==> src/rtl/stat_display_ctrl.sv <==
// stat_display_ctrl
//   Board-level display sequencer for the single-cycle CPU FPGA build.
//   Debounces the mode switches, picks one CPU statistic (or the data
//   memory word at the switch address), snapshots it once per scan frame
//   and time-multiplexes it as 8 hex digits onto the 7-segment display.
//
// Ports
//   clk               system clock, all logic on the rising edge
//   rst_n             asynchronous active-low reset
//   disp_en_i         master display switch, 0 blanks the display
//   mode_sw_i         raw (asynchronous, bouncy) mode switches
//   addr_sw_i         memory word address switches
//   pc_i              current PC
//   cycle_cnt_i       total cycle counter
//   br_cond_cnt_i     conditional branch count
//   br_taken_cnt_i    conditional branches taken
//   br_uncond_cnt_i   unconditional branch/jump count
//   mem_rdata_i       data memory word at mem_addr_o (combinational read)
//   mem_addr_o        registered address to the data memory read port
//   mode_q_o          accepted (debounced) mode, for LED echo
//   an_o              digit anodes, active-low, bit 0 = rightmost digit
//   seg_o             segments, active-low, {dp,g,f,e,d,c,b,a}
module stat_display_ctrl #(
    parameter int unsigned SCAN_DIV     = 50000,
    parameter int unsigned DEBOUNCE_CYC = 100000
) (
    input  logic        clk,
    input  logic        rst_n,
    input  logic        disp_en_i,
    input  logic [2:0]  mode_sw_i,
    input  logic [11:0] addr_sw_i,
    input  logic [31:0] pc_i,
    input  logic [31:0] cycle_cnt_i,
    input  logic [31:0] br_cond_cnt_i,
    input  logic [31:0] br_taken_cnt_i,
    input  logic [31:0] br_uncond_cnt_i,
    input  logic [31:0] mem_rdata_i,
    output logic [11:0] mem_addr_o,
    output logic [2:0]  mode_q_o,
    output logic [7:0]  an_o,
    output logic [7:0]  seg_o
);

    localparam int unsigned PW = $clog2(SCAN_DIV);
    localparam int unsigned DW = $clog2(DEBOUNCE_CYC);
    localparam logic [PW-1:0] SCAN_LAST = PW'(SCAN_DIV - 1);
    localparam logic [DW-1:0] DB_LAST   = DW'(DEBOUNCE_CYC - 1);

    logic [2:0]    sync1_q, sync2_q;
    logic [2:0]    cand_q, cand_d;
    logic [DW-1:0] dbCnt_q, dbCnt_d;
    logic [2:0]    mode_q, mode_d;
    logic [PW-1:0] presc_q, presc_d;
    logic [2:0]    digit_q, digit_d;
    logic [31:0]   snap_q, snap_d;
    logic [2:0]    snapMode_q, snapMode_d;
    logic [11:0]   memAddr_q, memAddr_d;
    logic [7:0]    an_q, an_d;
    logic [7:0]    seg_q, seg_d;

    logic          scanWrap;
    logic          frameEnd;
    logic          blank;
    logic [31:0]   selWord;
    logic [3:0]    nibble;

    // Active-low 7-segment patterns {g,f,e,d,c,b,a} for one hex digit.
    function automatic logic [6:0] hexFont(input logic [3:0] v);
        logic [6:0] f;
        f = 7'b1111111;
        case (v)
            4'h0: f = 7'b1000000;
            4'h1: f = 7'b1111001;
            4'h2: f = 7'b0100100;
            4'h3: f = 7'b0110000;
            4'h4: f = 7'b0011001;
            4'h5: f = 7'b0010010;
            4'h6: f = 7'b0000010;
            4'h7: f = 7'b1111000;
            4'h8: f = 7'b0000000;
            4'h9: f = 7'b0010000;
            4'hA: f = 7'b0001000;
            4'hB: f = 7'b0000011;
            4'hC: f = 7'b1000110;
            4'hD: f = 7'b0100001;
            4'hE: f = 7'b0000110;
            4'hF: f = 7'b0001110;
        endcase
        return f;
    endfunction

    // Next-state logic for debounce, scan counters, frame snapshot and
    // the registered display outputs.
    always_comb begin
        cand_d     = cand_q;
        dbCnt_d    = dbCnt_q;
        mode_d     = mode_q;
        snap_d     = snap_q;
        snapMode_d = snapMode_q;
        memAddr_d  = memAddr_q;

        // Any change of the synchronized value restarts the hold count;
        // the count then parks at its last value while the mode is held.
        if (sync2_q != cand_q) begin
            cand_d  = sync2_q;
            dbCnt_d = '0;
        end else if (dbCnt_q == DB_LAST) begin
            mode_d = cand_q;
        end else begin
            dbCnt_d = dbCnt_q + DW'(1);
        end

        scanWrap = (presc_q == SCAN_LAST);
        frameEnd = scanWrap && (digit_q == 3'd7);
        presc_d  = scanWrap ? '0 : presc_q + PW'(1);
        digit_d  = scanWrap ? digit_q + 3'd1 : digit_q;

        case (mode_q)
            3'd0:    selWord = mem_rdata_i;
            3'd1:    selWord = pc_i;
            3'd2:    selWord = cycle_cnt_i;
            3'd3:    selWord = br_cond_cnt_i;
            3'd4:    selWord = br_taken_cnt_i;
            3'd5:    selWord = br_uncond_cnt_i;
            default: selWord = 32'd0;
        endcase

        // The snapshot only moves on the last cycle of digit 7 so every
        // digit of one frame comes from the same value. mem_rdata_i here
        // still belongs to the previous address, so a new address shows
        // one frame later.
        if (frameEnd) begin
            snap_d     = selWord;
            snapMode_d = mode_q;
            memAddr_d  = addr_sw_i;
        end

        // Blank modes blank both as soon as they are accepted and while a
        // snapshot taken in a blank mode is still the one on display.
        blank  = !disp_en_i || (mode_q[2:1] == 2'b11) || (snapMode_q[2:1] == 2'b11);
        nibble = snap_q[{digit_q, 2'b00} +: 4];

        an_d  = 8'hFF;
        seg_d = 8'hFF;
        if (!blank) begin
            an_d  = ~(8'b1 << digit_q);
            // The dot on digit 0 flags an accepted mode that has not yet
            // reached the display.
            seg_d = {~((digit_q == 3'd0) && (mode_q != snapMode_q)), hexFont(nibble)};
        end
    end

    // State registers; reset returns to a blank display with the scan at
    // digit 0.
    always_ff @(posedge clk or negedge rst_n) begin
        if (!rst_n) begin
            sync1_q    <= '0;
            sync2_q    <= '0;
            cand_q     <= '0;
            dbCnt_q    <= '0;
            mode_q     <= '0;
            presc_q    <= '0;
            digit_q    <= '0;
            snap_q     <= '0;
            snapMode_q <= '0;
            memAddr_q  <= '0;
            an_q       <= 8'hFF;
            seg_q      <= 8'hFF;
        end else begin
            sync1_q    <= mode_sw_i;
            sync2_q    <= sync1_q;
            cand_q     <= cand_d;
            dbCnt_q    <= dbCnt_d;
            mode_q     <= mode_d;
            presc_q    <= presc_d;
            digit_q    <= digit_d;
            snap_q     <= snap_d;
            snapMode_q <= snapMode_d;
            memAddr_q  <= memAddr_d;
            an_q       <= an_d;
            seg_q      <= seg_d;
        end
    end

    assign mem_addr_o = memAddr_q;
    assign mode_q_o   = mode_q;
    assign an_o       = an_q;
    assign seg_o      = seg_q;

endmodule

==> config.mk <==
export PLATFORM = sky130hd
export DESIGN_NAME = stat_display_ctrl
export DESIGN_NICKNAME = d
export VERILOG_FILES = /design/src/rtl/stat_display_ctrl.sv
export SDC_FILE = /design/constraint.sdc
export NUM_CORES = 1
export LEC_CHECK = 0
export CORE_MARGIN = 3
export CORE_UTILIZATION = 47
export CTS_CLUSTER_SIZE = 28
export DETAILED_ROUTE_END_ITERATION = 7
export PLACE_DENSITY = 0.86
export SLEW_MARGIN = 20
export SYNTH_ARGS = -nofsm -noshare
export SYNTH_HDL_FRONTEND = slang
export SYNTH_SLANG_ARGS = --single-unit
==> constraint.sdc <==
create_clock -name clk -period 4.5 [get_ports clk]
set_input_delay 0.9 -clock clk [delete_from_list [all_inputs] [get_ports clk]]
set_output_delay 0.9 -clock clk [all_outputs]
set_load 0.01 [all_outputs]
**Run 1: where the registers sit**

Scale: 2 px per um. Other sequential cells in the stronger grey, the rest of the logic in the fainter grey.
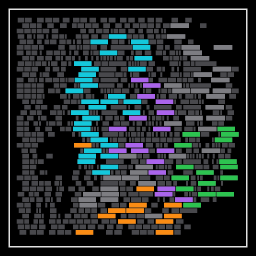
| colour | name in the netlist | sequential cells |
|---|---|---|
| green | `presc_q` | 16 |
| orange | `mem_addr_o` | 12 |
| purple | `dbCnt_q` | 17 |
| cyan | `snap_q` | 32 |
not coloured: 34
flip-flop and latch power: 0.00102 W
register area: 2800 um2
sequential portion of the cell area: 0.319
fraction of the core area covered by cells at the end of the flow: 0.723

**Run 1: clock wiring as the flow saved it**

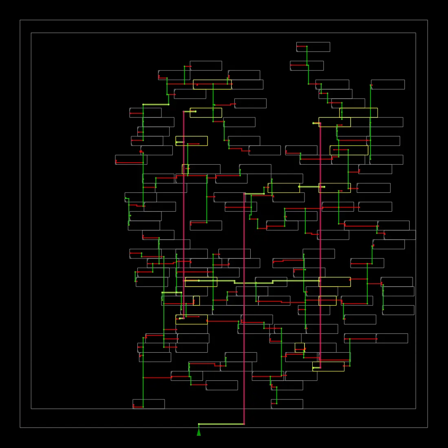
TritonCTS buffer count: 9
Skew-Pair Late Insertion Delay: 0.35 ns
number of clock buffer instances in the layout: 10
Seq cells: 111

**Run 1: gate-type map**

Scale: 3 px per um.
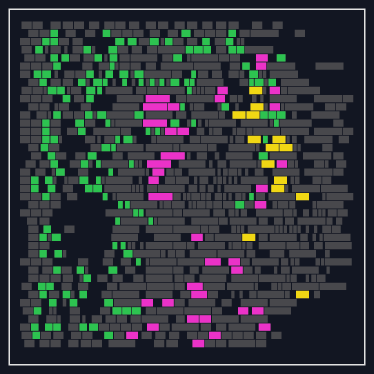
| colour | family | cells | most used |
|---|---|---|---|
| magenta | mux cells | 37 | mux2_2 |
| yellow | fa/ha/maj cells | 14 | ha_1 |
| green | aoi and oai cells | 144 | a22oi_1 |
most common logic cell in the routed design: sky130_fd_sc_hd__clkdlybuf4s50_1
combinational share of cell area: 0.330

==> notes.md, run 1 <==
Numbers from the implementation run.

The flow ran to the end, and the final reports show no timing, DRC or antenna violations. The repair_antennas step left the layout with diodes totalling 0. The share of the Yosys chip area taken by registers is 0.475.

The layer with the highest usage after global routing is met2. Routed signal wires occupy layers up through met4. The routed design shows a via density per instance of 5.76. The detail route stage leaves a number of antenna-violating nets equal to 0. The number of H-tree branching levels is 3. The final design was reported to hold multi-input combinational gates totalling 410. The time the final worst path needs with I/O delays and setup is 2.73 ns. The destination of the critical timing path is snap_q[12]. Of all the cell area in the finished design, the clock network holds 0.0396.

The vias after detailed routing is 5,568. The met2 capacity usage during global routing is 0.518. After detailed routing, the total wire length is 20.0 mm. The number of antenna violations at the first check in global routing was 0. Entering global routing, the biggest net connects about 90 pins. Total global-route track usage over all layers is 0.289. The highest net fanout along the worst path is 46. By count the netlist is led by sky130_fd_sc_hd__dfrtp_1 (95), sky130_fd_sc_hd__nand2_1 (86), sky130_fd_sc_hd__a22oi_1 (65). The sequential cell fraction of total power is 0.461. Per the final report, the share of cell area in non-clock buffers is 0.281. The design draws 0.00221 W.

Detailed routing placed a total of 1.29 mm of wire on met3. The critical hold path startpoint is sync1_q[1]. STA shows the worst min-delay path finishing at sync2_q[1]. The flop and latch count out of synthesis is 111. In the hold timing report, the worst path depth is 0.

Summed over all nets, the half-perimeter wirelength after detailed placement is ~15 mm. In the final layout, the share of cells above drive strength 1 is 0.0989. The worst-case clock skew is between 0.01 and 0.015 ns. The synthesized instance count is 577. The cell count listed in synth_stat.txt is 577.

The standard-cell row count is roughly 40. For reference, the most critical setup path is categorized as reg -> reg. The setup slack of the worst register-to-register path is roughly 1.8 ns. The depth of the worst register-to-register path is 6. The final timing summary puts the cycle share of the worst path at 0.608.

The flow inserted ~170 tap cells. For this block, the initial DRC count from the detailed router was ~550. From the final report, the count of setup violators was given as 0.

After floorplanning, the core was sized to cover 12,100 um2. For this run the aggregate overflow at the end of global routing stands at 0. OpenSTA, run right after detailed placement, puts the worst setup slack at 1.79 ns. Post-CTS repair changed the size of 0 cells. Looking at the worst setup and hold paths, the clock pins of their registers show a slew of 0.07 ns.

The smallest hold slack is 0.354 ns. The fraction of the core area occupied by cells at floorplan is 0.486. The count of TritonRoute iterations in the first routing pass is 5. The power report lists the combinational group at 0.000276 W. In this run the tightest slew margin relative to its limit is 0.380. Once placement finished, the instance area stood at 8410 um2. According to the floorplan report, the die height is 118 um. The clock distribution power is 0.000914 W. Adding up every negative setup slack in the final design gives 0 ns. Setup repair after global routing left no endpoint under its margin.

The run reported a max-capacitance violation count of 0. The number of global-route vias before repair came to approximately 5,900. The script extracted a total leakage power of 3.69 nW. The post-synth count of flops with an enable pin is 0. The master cell of the clock root buffer is sky130_fd_sc_hd__clkbuf_16. Derived from the worst setup path, the maximum achievable clock frequency is 366 MHz.

The transition time recorded at the tightest slew-check pin is 0.931 ns. The clock network power share is 0.414. The hold buffer count at cts is 0. The net count of the mapped netlist is 801. The area fraction of the largest cell type after synthesis is 0.403.

The source of the critical timing path is digit_q[0]. The most popular library cell in the synthesized design by count is sky130_fd_sc_hd__dfrtp_1. The inverter tally of the final layout excluding the clock network is 14. By area, combinational gates come first.

The largest total area in the synthesized netlist belongs to sky130_fd_sc_hd__dfrtp_1. In this run the tool buffered the top-level ports with about 240 buffer cells. Synthesis instantiated 47 different standard cells from the library. The final-report max-slew violation count is 0. Looking at the cell usage after synthesis, the top flip-flop cell is sky130_fd_sc_hd__dfrtp_1. Per the summary, power density relative to cell area is 252 nW/um2. The first-pass GRT wire length is 31.8 mm.

The startpoint of the worst register-to-register path is digit_q[0]. The maximum resistive drop on vdd is 0.212 mV. The switching component of the power is 0.000446 W.

The floorplan step set the die width to 118 um. The largest register by flop count is snap_q. The met1 track demand over resource is 0.343. The number of flip-flops in the largest register is 32. The post-synthesis to final-layout area growth is 48.6%.

The main area contributors are sky130_fd_sc_hd__dfrtp_1 (40%), sky130_fd_sc_hd__a22oi_1 (8.3%), sky130_fd_sc_hd__dfstp_2 (7.1%). Leaving out buffers and inverters, the combinational logic in the layout accounts for 2890 um2. Leaving out filler cells and counting taps, the final layout contains about 970. The final setup slack of the worst path is 1.77 ns. The placed instance count is roughly 950.

Yosys reported that registers with async set or reset make up 1.00. The DRC violations left is 0. The largest registers in the layout are snap_q (32), dbCnt_q (17), presc_q (16). The area recorded from the Yosys report for this design is 5890 um2. The setup fix buffers added after clock tree synthesis is 0. The net count of the finished layout is around 1,000.
-- run 1: layout by cell type (no fill, tap or decap), types with 5 or more instances in the layout --
cell / instances
sky130_fd_sc_hd__inv_1: 14
sky130_fd_sc_hd__mux2_2: 20
sky130_fd_sc_hd__nor2_1: 35
sky130_fd_sc_hd__xor2_1: 20
sky130_fd_sc_hd__a221oi_1: 32
sky130_fd_sc_hd__nand2_1: 86
sky130_fd_sc_hd__buf_4: 8
sky130_fd_sc_hd__o21ai_0: 33
sky130_fd_sc_hd__xnor2_1: 16
sky130_fd_sc_hd__clkdlybuf4s50_1: 239
sky130_fd_sc_hd__a22oi_1: 65
sky130_fd_sc_hd__dfstp_2: 16
sky130_fd_sc_hd__mux4_2: 6
sky130_fd_sc_hd__clkbuf_16: 9
sky130_fd_sc_hd__nor2b_1: 5
sky130_fd_sc_hd__nor3_1: 5
sky130_fd_sc_hd__nand3_1: 14
sky130_fd_sc_hd__nand4_1: 8
sky130_fd_sc_hd__ha_1: 14
sky130_fd_sc_hd__mux2i_1: 8
sky130_fd_sc_hd__dfrtp_1: 95
-- run 1: critical path, stage by stage, from the launching register on --
cell and delay (ns):
sky130_fd_sc_hd__dfrtp_1 0.81, sky130_fd_sc_hd__ha_1 0.30, sky130_fd_sc_hd__ha_1 0.19, sky130_fd_sc_hd__nand3_2 0.56
sky130_fd_sc_hd__buf_4 0.51, sky130_fd_sc_hd__nand2_1 0.11, sky130_fd_sc_hd__o21ai_0 0.10
-- run 1: cell families (layout without fill, tap and decap cells) --
group	count (synthesis)	in the layout	share of synthesized area
AOI/OAI and AO/OA	145	145	0.178
and+or+nand+nor	178	178	0.142
DFF	111	111	0.475
muxes	37	37	0.0824
adders and majority gates	14	14	0.0297
buffers and inverters	56	278	0.0395
xor gates and xnor gates	36	36	0.0535
**Run 1: I/O nets highlighted**

Scale: 4 px per um.
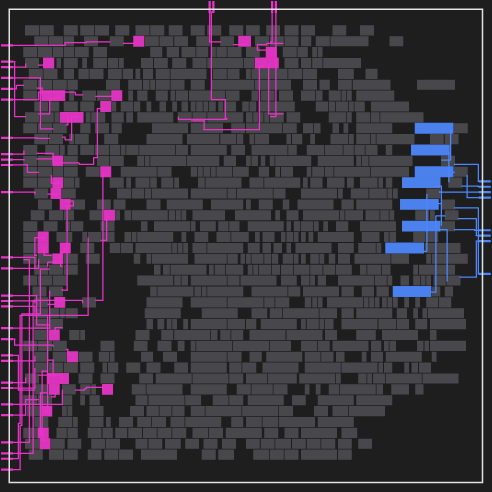

==> inputs of run 2 (changes only) <==
--- a/config.mk
+++ b/config.mk
@@ -6,10 +6,10 @@
 export NUM_CORES = 1
 export LEC_CHECK = 0
 export CORE_MARGIN = 3
-export CORE_UTILIZATION = 47
+export CORE_UTILIZATION = 44
 export CTS_CLUSTER_SIZE = 28
 export DETAILED_ROUTE_END_ITERATION = 7
-export PLACE_DENSITY = 0.86
+export PLACE_DENSITY = 0.82
 export SLEW_MARGIN = 20
 export SYNTH_ARGS = -nofsm -noshare
 export SYNTH_HDL_FRONTEND = slang
==> constraint.sdc (replaced) <==
create_clock -name clk -period 2.85 [get_ports clk]
set_input_delay 0.57 -clock clk [delete_from_list [all_inputs] [get_ports clk]]
set_output_delay 0.57 -clock clk [all_outputs]
set_load 0.01 [all_outputs]
**Run 2: I/O nets highlighted**

Scale: 4 px per um.
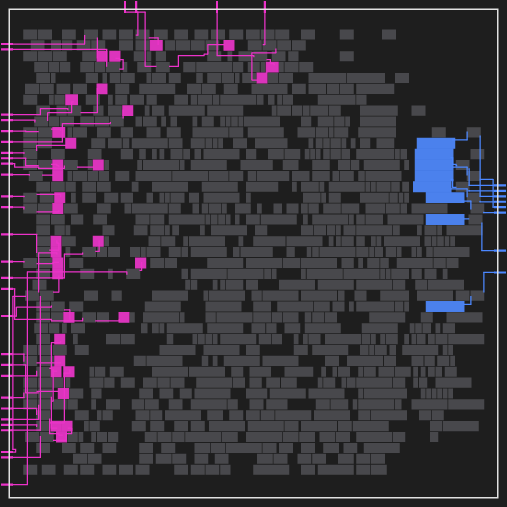
| colour | port | direction | edge | end cells | wire |
|---|---|---|---|---|---|
| blue | `an_o` | output | east | 8 | 104 um |
| magenta | `br_taken_cnt_i` | input | 28 west, 4 north | 32 | 744 um |

==> notes.md, run 2 <==
Numbers from the implementation run.

The highest net fanout along the worst path is 13 (was 46). The post-synthesis async set-or-reset flop share was 1.00 (unchanged). The count of distinct cell types in the synthesized netlist is 47 (unchanged). The fraction of the core area occupied by cells at floorplan is 0.458 (was 0.486). The kind of cell with the highest combined delay on the critical path is multiplexers (was flip-flops).

The count of antenna-violating nets left after detailed routing is 0 (unchanged). The post-placement setup slack is 0.348 ns (was 1.79 ns). The filler-free cell count of the finished design is 974 (was 967).

The period utilization is 0.892 (was 0.608). The clock sink total was 111 (unchanged). The net count of the mapped netlist is 801 (unchanged). The vias after detailed routing is 5,455 (was 5,568).

The number of flip-flops in the largest register is 32 (unchanged). The TritonCTS buffer count is 9 (unchanged). Cells along the critical path: mux4_2, mux2_2, inv_1, ha_1, inv_1, nor2_1, a21oi_1, o211ai_1 (was ha_1, ha_1, nand3_2, buf_4, nand2_1, o21ai_0). The arrival time at the worst endpoint is 2.80 ns (was 2.94 ns).

The I/O pin count is 241 (unchanged). The mean post-synth cell area is 10.2 um2 (unchanged). The maximum clock path buffer count came to 2 (unchanged).

The die boundary height was 122 um (was 118 um). The total number of nets in the final design is 1,020 (was 1,018). The max-cap check violation count is 0 (unchanged). The final hold violation count came to 0 (unchanged). The final setup slack of the worst path is 0.308 ns (was 1.77 ns). The synthesis area per yosys was 5890 um2 (unchanged). The CTS tree was yes (unchanged). The DRC violations left is 0 (unchanged).

The routed wire length per instance was 19.7 um (was 20.7 um). The placeable core region was 12,900 um2 (was 12,100 um2). The placed instance count was 957 (was 951). The cell area after synthesis was 5890 um2 (unchanged).

Commonest cells after routing, fill and taps aside: sky130_fd_sc_hd__clkdlybuf4s50_1 (239), sky130_fd_sc_hd__dfrtp_1 (95), sky130_fd_sc_hd__nand2_1 (86) (unchanged). The chip area is 14,800 um2 (was 13,900 um2). The remaining global-route overflow is 0 (unchanged).

The share of the yosys chip area belonging to registers is 0.475 (unchanged). The first-pass GRT wire length is 30.2 mm (was 31.8 mm). The power per cell area was 380 nW/um2 (was 252 nW/um2). The setup violation total in the final timing report is 0 (unchanged). The cell count listed in synth_stat.txt is 577 (unchanged). The smallest hold slack is 0.259 ns (was 0.354 ns). The post-synthesis to final-layout area growth is 48.8% (was 48.6%). The half-perimeter wire length after detailed placement is 15.1 mm (was 15.4 mm). The required time of the critical path is 3.11 ns (was 4.71 ns).

The count of routing violations after the opening detailed-route iteration is 495 (was 547). The reg-to-reg endpoint was seg_o[1] (was snap_q[12]). The warning total across the stage logs is 35 (unchanged). The number of inserted filler cells in the final layout is 1,010 (was 864). The share of cells above drive strength 1 is 0.0999 (was 0.0989). The flop and latch count out of synthesis is 111 (unchanged). The startpoint of the worst register-to-register path is digit_q[0] (unchanged). The cell leakage power is 3.68 nW (was 3.69 nW). The cell area after placement is 8450 um2 (was 8410 um2). The number of buffer and inverter instances along the worst setup path is 2 (was 1). The master cell of the clock root buffer is sky130_fd_sc_hd__clkbuf_16 (unchanged). The share of the synthesized area in the top cell type came to 0.403 (unchanged). The number of vias per cell is 5.60 (was 5.76).

The total of cells resized after clock tree synthesis is 0 (unchanged). The worst-case clock skew is 0.00879 ns (was 0.0105 ns). The source of the critical timing path is digit_q[0] (unchanged). The accumulated negative setup slack was 0 ns (unchanged). The number of buffers inserted by port buffering is 240 (unchanged).

The post-route standard cell area excluding fillers is 8760 um2 (about the same). The most popular library cell in the synthesized design by count is sky130_fd_sc_hd__dfrtp_1 (unchanged). The setup slack of the worst register-to-register path came to 0.31 ns (was 1.77 ns). The number of global-route vias before repair was 5,777 (was 5,891). The number of antenna violations at the first check in global routing is 1 (was 0). The post-detailed-routing wire length came to 19.2 mm (was 20.0 mm). The capturing element type of the critical path is a flip-flop (unchanged).

The worst-case headroom to the max-slew limit came to 0.550 (was 0.380). The source-to-sink clock delay at the later pin of the worst-skew pair is 0.35 ns (about the same). RSZ-0062 raised after global routing: no (unchanged). Synth top area cells: sky130_fd_sc_hd__dfrtp_1 (40%), sky130_fd_sc_hd__a22oi_1 (8.3%), sky130_fd_sc_hd__dfstp_2 (7.1%) (unchanged). The top flip-flop cell by instance count after synthesis is sky130_fd_sc_hd__dfrtp_1 (unchanged). Outcome: complete, no violations (unchanged). The utilization after layout is 0.681 (was 0.723). The clock slew seen by the registers of the worst setup and hold paths is 0.07 ns (about the same). The classification of the worst-slack hold path is in -> async (was reg -> reg). The worst setup path category was reg -> reg (unchanged). The library cell contributing the largest single delay on the critical path is sky130_fd_sc_hd__dfrtp_1 (unchanged). Commonest cells in the netlist: sky130_fd_sc_hd__dfrtp_1 (95), sky130_fd_sc_hd__nand2_1 (86), sky130_fd_sc_hd__a22oi_1 (65) (unchanged). The time the final worst path needs with I/O delays and setup was 2.54 ns (was 2.73 ns). The setup fix buffers added after clock tree synthesis is 0 (unchanged).

The timing-limited maximum frequency was 393 MHz (was 366 MHz). The final-report max-slew violation count is 0 (unchanged). The post-synth tally of flip-flops with integrated enable came to 0 (unchanged). The routability congestion estimate from global placement is 0.867 (was 0.919). The synthesized instance count is 577 (unchanged). The all-layer global routing usage is 0.263 (was 0.289). The delay contributed by the slowest stage of the critical path is 0.73 ns (was 0.81 ns). The maximum number of pins on one net before global-route repair is 80 (was 90).

The total of warnings raised by yosys is 0 (unchanged). The die width came to 122 um (was 118 um). The largest register by flop count is snap_q (unchanged). The most frequent standard cell in the layout excluding fill and tap cells is sky130_fd_sc_hd__clkdlybuf4s50_1 (unchanged). The kind of start point of the critical path is a flip-flop (unchanged). The post-layout total power is 0.00333 W (was 0.00221 W).

The count of TritonRoute iterations in the first routing pass came to 6 (was 5). The library cell occupying the most area in the post-synthesis netlist is sky130_fd_sc_hd__dfrtp_1 (unchanged). The cell repeated most along the worst path is sky130_fd_sc_hd__inv_1 (was sky130_fd_sc_hd__ha_1). The maximum resistive drop on vdd is 0.298 mV (was 0.212 mV). Registers with the most flip-flops: snap_q (32), dbCnt_q (17), presc_q (16) (unchanged).

The hold buffer count at cts is 0 (unchanged). The number of H-tree branching levels was 3 (unchanged). The depth of the worst register-to-register path is 8 (was 6).

The standard-cell row count is 41 (was 40). The transition at the pin with the smallest max-transition slack is 0.675 ns (was 0.931 ns).
[run 2: cell counts after synthesis]
Identical to the previous run, type by type.
[run 2: worst max-delay path by stage]
| stage | end | slack [ns] | cells after the start |
|---|---|---|---|
| after floorplan | seg_o[1] | 0.70 | 9 |
| after global placement | seg_o[1] | 0.46 | 8 |
| after detailed placement | seg_o[1] | 0.35 | 8 |
| after CTS | seg_o[4] | 0.30 | 7 |
| after global routing | seg_o[4] | 0.09 | 7 |
| final | seg_o[1] | 0.31 | 8 |
[run 2: routing by layer]
metal	track usage	part of all wire	up-vias
met2	0.449	0.51	223
met5	0	0	-
li1	-	-	2543
met3	0.0641	0.065	40
met1	0.320	0.38	2649
met4	0.112	0.040	0
[run 2: area by class of cell]
class	count	area, um2	area share
multi-input cells	410	2890	0.329
diodes	1	2.50	0.000286
well taps	172	215	0.0246
flip-flops and latches	111	2800	0.319
repair buffers	250	2500	0.285
clock buffers	12	256	0.0293
inverters	14	52.6	0.00600
clock inverters	4	53.8	0.00614
[run 2: kinds of logic after synthesis]
family          count (synthesis)  synth area share
simple gates                  178             0.142
compound gates                145             0.178
flops                         111             0.475
buf+inv                        56            0.0395
mux                            37            0.0824
xor+xnor                       36            0.0535
fa+ha+maj                      14            0.0297
[run 2: power by group]
group | total, W | leakage [nW] | internal [W] | switching, W
Sequential | 0.00161 | 1.26 | 0.00160 | 0.0000102
Combinational | 0.000434 | 2.27 | 0.000308 | 0.000126
Clock | 0.00129 | 0.145 | 0.000731 | 0.000557
Total | 0.00333 | 3.68 | 0.00264 | 0.000693
No activity file was given, so power comes from the tool's default toggle rates.
